### src/rtl/coffee_pkg.sv
// Shared types for the coffee machine dispense path: ingredient indices,
// recipe mask, sequencer state encoding and the next-ingredient search.
package coffee_pkg;

   typedef enum logic [2:0] {
      ING_WATER  = 3'd0,
      ING_COFFEE = 3'd1,
      ING_SUGAR  = 3'd2,
      ING_MILK   = 3'd3,
      ING_CHOC   = 3'd4
   } ingredient_e;

   // Bit i set means ingredient i is requested: {choc, milk, sugar, coffee, water}
   typedef logic [4:0] recipe_mask_t;

   typedef enum logic [1:0] {
      IDLE = 2'd0,
      RUN  = 2'd1,
      DONE = 2'd2
   } seq_state_e;

   localparam logic [2:0] STEP_IDLE = 3'd7;

   // Lowest set bit wins, giving the fixed water->chocolate dispense order
   function automatic ingredient_e first_ing(input recipe_mask_t m);
      ingredient_e r;
      r = ING_WATER;
      for (int i = 4; i >= 0; i--) begin
         if (m[i]) r = ingredient_e'(3'(i));
      end
      return r;
   endfunction

   function automatic recipe_mask_t ing_bit(input ingredient_e i);
      return recipe_mask_t'(5'b00001 << i);
   endfunction

endpackage

### src/rtl/dispense_sequencer_if.sv
// Request / valve-drive bundle between the recipe controller and the
// dispense sequencer.
interface dispense_sequencer_if;

   logic       start;
   logic       req_water;
   logic       req_coffee;
   logic       req_sugar;
   logic       req_milk;
   logic       req_chocolate;
   logic       abort;
   logic       valve_water;
   logic       valve_coffee;
   logic       valve_sugar;
   logic       valve_milk;
   logic       valve_chocolate;
   logic       busy;
   logic       done;
   logic       aborted;
   logic [2:0] step;

   modport master (
      output start, req_water, req_coffee, req_sugar, req_milk, req_chocolate, abort,
      input  valve_water, valve_coffee, valve_sugar, valve_milk, valve_chocolate,
      input  busy, done, aborted, step
   );

   modport slave (
      input  start, req_water, req_coffee, req_sugar, req_milk, req_chocolate, abort,
      output valve_water, valve_coffee, valve_sugar, valve_milk, valve_chocolate,
      output busy, done, aborted, step
   );

endinterface

### src/rtl/step_timer.sv
// Loadable down-counter timing one valve phase. expire is high during the
// last cycle of a loaded interval (counter value 1), so a load of N yields
// an interval of exactly N cycles.
module step_timer #(
   parameter int CNT_W = 4
) (
   input  logic             clock,
   input  logic             reset,
   input  logic             load,
   input  logic [CNT_W-1:0] load_val,
   output logic             expire
);

   logic [CNT_W-1:0] cnt_q;
   logic [CNT_W-1:0] cnt_d;

   // Load takes priority; otherwise count down and rest at zero
   always_comb begin
      cnt_d = cnt_q;
      if (load)
         cnt_d = load_val;
      else if (cnt_q != '0)
         cnt_d = cnt_q - CNT_W'(1);
   end

   // Counter register
   always_ff @(posedge clock) begin
      if (reset)
         cnt_q <= '0;
      else
         cnt_q <= cnt_d;
   end

   assign expire = (cnt_q == CNT_W'(1));

endmodule

### src/rtl/dispense_sequencer.sv
// Turns a latched recipe mask into timed, mutually exclusive valve pulses,
// one ingredient at a time in water->coffee->sugar->milk->chocolate order,
// followed by a one-cycle done pulse. abort drops all valves at once.
module dispense_sequencer
   import coffee_pkg::*;
#(
   parameter int T_WATER  = 8,
   parameter int T_COFFEE = 4,
   parameter int T_SUGAR  = 2,
   parameter int T_MILK   = 3,
   parameter int T_CHOC   = 3
) (
   input  logic                 clock,
   input  logic                 reset,
   dispense_sequencer_if.slave  bus
);

   localparam int T_MAX_A = (T_WATER > T_COFFEE) ? T_WATER : T_COFFEE;
   localparam int T_MAX_B = (T_SUGAR > T_MILK) ? T_SUGAR : T_MILK;
   localparam int T_MAX_C = (T_MAX_A > T_MAX_B) ? T_MAX_A : T_MAX_B;
   localparam int T_MAX   = (T_MAX_C > T_CHOC) ? T_MAX_C : T_CHOC;
   localparam int CNT_W   = $clog2(T_MAX + 1);

   function automatic logic [CNT_W-1:0] dur(input ingredient_e i);
      case (i)
         ING_WATER:  dur = CNT_W'(T_WATER);
         ING_COFFEE: dur = CNT_W'(T_COFFEE);
         ING_SUGAR:  dur = CNT_W'(T_SUGAR);
         ING_MILK:   dur = CNT_W'(T_MILK);
         default:    dur = CNT_W'(T_CHOC);
      endcase
   endfunction

   seq_state_e       state_q, state_d;
   recipe_mask_t     rem_q, rem_d;      // requested ingredients not yet dispensed
   ingredient_e      cur_q, cur_d;      // ingredient whose valve is open
   recipe_mask_t     valve_q, valve_d;
   logic [2:0]       step_q, step_d;
   logic             aborted_q, aborted_d;
   logic             load;
   logic [CNT_W-1:0] load_val;
   logic             expire;
   recipe_mask_t     req_mask;
   ingredient_e      nxt;

   assign req_mask = {bus.req_chocolate, bus.req_milk, bus.req_sugar,
                      bus.req_coffee, bus.req_water};

   step_timer #(.CNT_W(CNT_W)) u_timer (
      .clock    (clock),
      .reset    (reset),
      .load     (load),
      .load_val (load_val),
      .expire   (expire)
   );

   // State and registered-output flops
   always_ff @(posedge clock) begin
      if (reset) begin
         state_q   <= IDLE;
         rem_q     <= '0;
         cur_q     <= ING_WATER;
         valve_q   <= '0;
         step_q    <= STEP_IDLE;
         aborted_q <= 1'b0;
      end else begin
         state_q   <= state_d;
         rem_q     <= rem_d;
         cur_q     <= cur_d;
         valve_q   <= valve_d;
         step_q    <= step_d;
         aborted_q <= aborted_d;
      end
   end

   // Next state: accept start in IDLE, chain ingredients on timer expiry, abort to IDLE
   always_comb begin
      state_d  = state_q;
      rem_d    = rem_q;
      cur_d    = cur_q;
      load     = 1'b0;
      load_val = '0;
      nxt      = ING_WATER;
      case (state_q)
         IDLE: begin
            // abort on the same edge suppresses the start
            if (bus.start && !bus.abort) begin
               rem_d = req_mask;
               if (req_mask != '0) begin
                  nxt      = first_ing(req_mask);
                  cur_d    = nxt;
                  rem_d    = req_mask & ~ing_bit(nxt);
                  load     = 1'b1;
                  load_val = dur(nxt);
                  state_d  = RUN;
               end else begin
                  state_d = DONE;
               end
            end
         end
         RUN: begin
            if (bus.abort) begin
               state_d = IDLE;
               rem_d   = '0;
            end else if (expire) begin
               // Skipped ingredients cost no cycles: the next valve opens right after expiry
               if (rem_q != '0) begin
                  nxt      = first_ing(rem_q);
                  cur_d    = nxt;
                  rem_d    = rem_q & ~ing_bit(nxt);
                  load     = 1'b1;
                  load_val = dur(nxt);
               end else begin
                  state_d = DONE;
               end
            end
         end
         DONE: begin
            state_d = IDLE;
            rem_d   = '0;
         end
         default: begin
            state_d = IDLE;
            rem_d   = '0;
         end
      endcase
   end

   // Outputs for next cycle: one-hot valve only while running, aborted pulse on abort
   always_comb begin
      valve_d   = '0;
      step_d    = STEP_IDLE;
      aborted_d = (state_q != IDLE) && bus.abort;
      if (state_d == RUN) begin
         valve_d = ing_bit(cur_d);
         step_d  = 3'(cur_d);
      end
   end

   assign bus.valve_water     = valve_q[0];
   assign bus.valve_coffee    = valve_q[1];
   assign bus.valve_sugar     = valve_q[2];
   assign bus.valve_milk      = valve_q[3];
   assign bus.valve_chocolate = valve_q[4];
   assign bus.busy            = (state_q != IDLE);
   assign bus.done            = (state_q == DONE);
   assign bus.aborted         = aborted_q;
   assign bus.step            = step_q;

endmodule
### src/flat_wrapper.sv
// flat-port wrapper written by rule: the top's interface ports become plain ports
module dispense_sequencer_flat import coffee_pkg::*;
#(
   parameter int T_WATER  = 8,
   parameter int T_COFFEE = 4,
   parameter int T_SUGAR  = 2,
   parameter int T_MILK   = 3,
   parameter int T_CHOC   = 3
)
  (clock, reset, bus_start, bus_req_water, bus_req_coffee, bus_req_sugar, bus_req_milk, bus_req_chocolate, bus_abort, bus_valve_water, bus_valve_coffee, bus_valve_sugar, bus_valve_milk, bus_valve_chocolate, bus_busy, bus_done, bus_aborted, bus_step);
  dispense_sequencer_if bus_i ();
  input  logic clock;
  input  logic reset;
  input wire logic [$bits(bus_i.start)-1:0] bus_start;
  input wire logic [$bits(bus_i.req_water)-1:0] bus_req_water;
  input wire logic [$bits(bus_i.req_coffee)-1:0] bus_req_coffee;
  input wire logic [$bits(bus_i.req_sugar)-1:0] bus_req_sugar;
  input wire logic [$bits(bus_i.req_milk)-1:0] bus_req_milk;
  input wire logic [$bits(bus_i.req_chocolate)-1:0] bus_req_chocolate;
  input wire logic [$bits(bus_i.abort)-1:0] bus_abort;
  output wire logic [$bits(bus_i.valve_water)-1:0] bus_valve_water;
  output wire logic [$bits(bus_i.valve_coffee)-1:0] bus_valve_coffee;
  output wire logic [$bits(bus_i.valve_sugar)-1:0] bus_valve_sugar;
  output wire logic [$bits(bus_i.valve_milk)-1:0] bus_valve_milk;
  output wire logic [$bits(bus_i.valve_chocolate)-1:0] bus_valve_chocolate;
  output wire logic [$bits(bus_i.busy)-1:0] bus_busy;
  output wire logic [$bits(bus_i.done)-1:0] bus_done;
  output wire logic [$bits(bus_i.aborted)-1:0] bus_aborted;
  output wire logic [$bits(bus_i.step)-1:0] bus_step;
  assign bus_i.start = bus_start;
  assign bus_i.req_water = bus_req_water;
  assign bus_i.req_coffee = bus_req_coffee;
  assign bus_i.req_sugar = bus_req_sugar;
  assign bus_i.req_milk = bus_req_milk;
  assign bus_i.req_chocolate = bus_req_chocolate;
  assign bus_i.abort = bus_abort;
  assign bus_valve_water = bus_i.valve_water;
  assign bus_valve_coffee = bus_i.valve_coffee;
  assign bus_valve_sugar = bus_i.valve_sugar;
  assign bus_valve_milk = bus_i.valve_milk;
  assign bus_valve_chocolate = bus_i.valve_chocolate;
  assign bus_busy = bus_i.busy;
  assign bus_done = bus_i.done;
  assign bus_aborted = bus_i.aborted;
  assign bus_step = bus_i.step;
  dispense_sequencer #(.T_WATER(T_WATER), .T_COFFEE(T_COFFEE), .T_SUGAR(T_SUGAR), .T_MILK(T_MILK), .T_CHOC(T_CHOC)) u_core (.clock(clock), .reset(reset), .bus(bus_i));
endmodule
### config.mk
export PLATFORM = sky130hd
export DESIGN_NAME = dispense_sequencer_flat
export DESIGN_NICKNAME = d
export VERILOG_FILES = /design/src/rtl/coffee_pkg.sv /design/src/rtl/dispense_sequencer_if.sv /design/src/rtl/step_timer.sv /design/src/rtl/dispense_sequencer.sv /design/src/flat_wrapper.sv
export SDC_FILE = /design/constraint.sdc
export NUM_CORES = 1
export LEC_CHECK = 0
export CAP_MARGIN = 15
export CORE_MARGIN = 4
export CORE_UTILIZATION = 25
export CTS_CLUSTER_DIAMETER = 120
export DETAILED_ROUTE_END_ITERATION = 6
export HOLD_SLACK_MARGIN = 0.05
export SYNTH_ARGS = -nofsm -noshare
export SYNTH_HDL_FRONTEND = slang
export SYNTH_SLANG_ARGS = --single-unit
### constraint.sdc
create_clock -name clock -period 2.8 [get_ports clock]
set_input_delay 0.42 -clock clock [delete_from_list [all_inputs] [get_ports clock]]
set_output_delay 0.42 -clock clock [all_outputs]
set_load 0.1 [all_outputs]
==> images/layer_met1.png <==
Supply wires on this layer in gray.
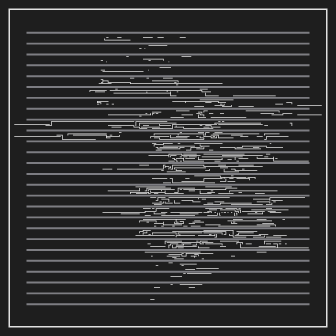
nets with wire on the layer: 164
main direction: horizontal
share of all routed wire: 46%

==> summary.txt <==
Numbers from the implementation run.

The layout summary lists the proportion of cells stronger than drive strength 1 as 0.179. The worst setup path is of the input pin to flip-flop kind. Once detailed placement completed, the half-perimeter wirelength came to 2.39 mm.

For this run, the top clock speed supported by timing is 0.467 GHz. After the last flow step, the layout net total stands at 181. In this run, distinct cell masters in the synthesized netlist total 49.

Counting cells, the worst reg-to-reg path comes to 7. The mapped netlist covers 1260 µm². The share of synthesized registers carrying an async set or reset is 0.

The number of buffers and inverters on the critical path is 1. Per the synth log, the flip-flop and latch total comes to 23. The die boundary height is 79.1 µm.

Total global-route track usage over all layers is 0.107. The average instance in the mapped netlist occupies 8.55 µm². The pin count of the biggest net entering global routing is 14. The flow reported a cell area power density of 642 nW/µm². The flow ran to the end, and the final reports show no timing, DRC or antenna violations. The number of top-level pins is 20. The tightest min-delay check is of the flip-flop to flip-flop type.

The buffer count from post-CTS setup fixing is 0. Of the post-synthesis cell area, the dominant cell type holds 0.364.
==> images/layer_met2.png <==
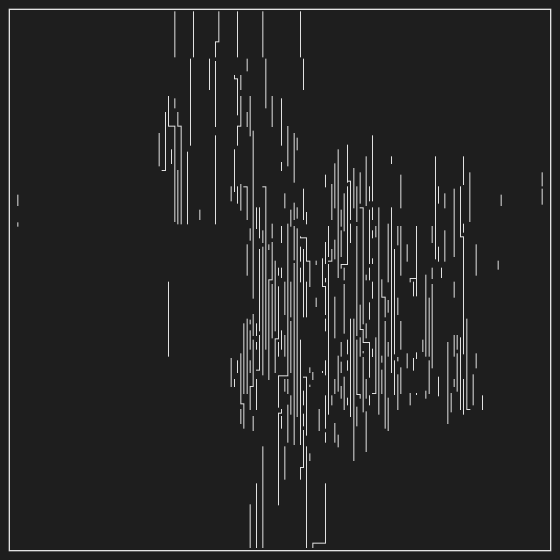
nets with wire on the layer: 148
main direction: vertical
longest straight run: 30.3 µm
share of all routed wire: 46%

==> power by group through the flow <==
stage / sequential (mW) / clock, mW / combinational, mW
final: 0.413 / 0.214 / 0.368
after global routing: 0.419 / 0.229 / 0.413
after CTS: 0.413 / 0.217 / 0.365
after detailed placement: 0.421 / 0 / 0.361
after global placement: 0.421 / 0 / 0.366
after floorplan: 0.445 / 0 / 0.246
==> cells by family after synthesis <==
| logic type | count (synthesis) | synth area share |
|---|---|---|
| buffers and inverters | 10 | 0.0336 |
| and+or+nand+nor | 66 | 0.298 |
| xor gates and xnor gates | 2 | 0.0139 |
| AOI/OAI and AO/OA | 44 | 0.261 |
| adders and majority gates | 3 | 0.0297 |
| DFF | 23 | 0.364 |
==> sequential cells by signal, indices dropped and copies added, names as in the netlist <==
| signal | count |
|---|---|
| u_core.cur_q | 3 |
| u_core.u_timer.cnt_q | 4 |
| u_core.state_q | 2 |
| u_core.rem_q | 5 |
| u_core.bus.aborted | 1 |
| u_core.bus.step | 3 |
| u_core.valve_q | 5 |
==> how the worst max path moves through the flow <==
| stage | endpoint | slack [ns] | depth (start not counted) |
|---|---|---|---|
| after floorplan | bus_done | 0.55 | 2 |
| after global placement | u_core.u_timer.cnt_q[0]$_SDFFE_PP0P_ | 0.37 | 6 |
| after detailed placement | u_core.valve_q[1]$_SDFF_PP0_ | 0.37 | 6 |
| after CTS | u_core.valve_q[1]$_SDFF_PP0_ | 0.66 | 6 |
| after global routing | u_core.u_timer.cnt_q[0]$_SDFFE_PP0P_ | 0.51 | 7 |
| final | u_core.valve_q[1]$_SDFF_PP0_ | 0.66 | 6 |
==> per-stage QoR <==
step,util,instance area [µm²],worst slack (ns),power [mW],instances
floorplan,-,1260,0.550,0.691,148
CTS,0.322,1550,0.658,0.995,235
global placement,0.312,1500,0.374,0.787,231
detailed placement,0.312,1500,0.369,0.782,231
finish,0.322,1550,0.658,0.995,235
global route,0.322,1550,0.512,1.06,235
==> cell usage in the layout (no fill, tap or decap), drive strengths merged, types with 2 or more instances in the layout <==
cell           synthesis  layout
a21boi                 3       3
nor2b                  7       7
nor2                  14      14
o22ai                  2       2
a221oi                 2       2
o211ai                 3       3
nor3                   8       8
nor4b                  2       2
clkbuf                 1       3
clkdlybuf4s50          0       8
o21a                   3       3
inv                    5       5
or3                    3       3
xor2                   2       2
buf                    4      13
a222oi                 2       2
ha                     3       3
nand2b                 3       3
or4b                   2       2
nand3                  2       2
or2                    3       3
a21oi                  7       7
nand2                 13      13
dfxtp                 23      23
nor3b                  5       5
o21ai                 10      10
==> layer usage <==
layer / vias to the layer above / GRT usage / wire length (µm)
met4: 0 / 0.0430 / 65
met3: 6 / 0.0261 / 189
met5: - / 0 / 0
li1: 585 / - / -
met1: 563 / 0.141 / 1460
met2: 36 / 0.166 / 1480
==> worst reg2reg max path: cells and delay by family, from the launching register on <==
family	cells	cell delay, ns
flops	1	0.32
simple gates	2	0.76
fa+ha+maj	1	0.22
compound gates	3	0.57
buf+inv	1	0.12
==> final cells by class <==
type	count	area (µm²)
clock buffers	3	41.3
clock inverters	1	5.00
fillers	525	3270
inverters	5	18.8
multi-input cells	115	762
flip-flops and latches	23	460
well taps	67	83.8
repair buffers	21	178
Power is estimated from default activity; no workload was simulated.
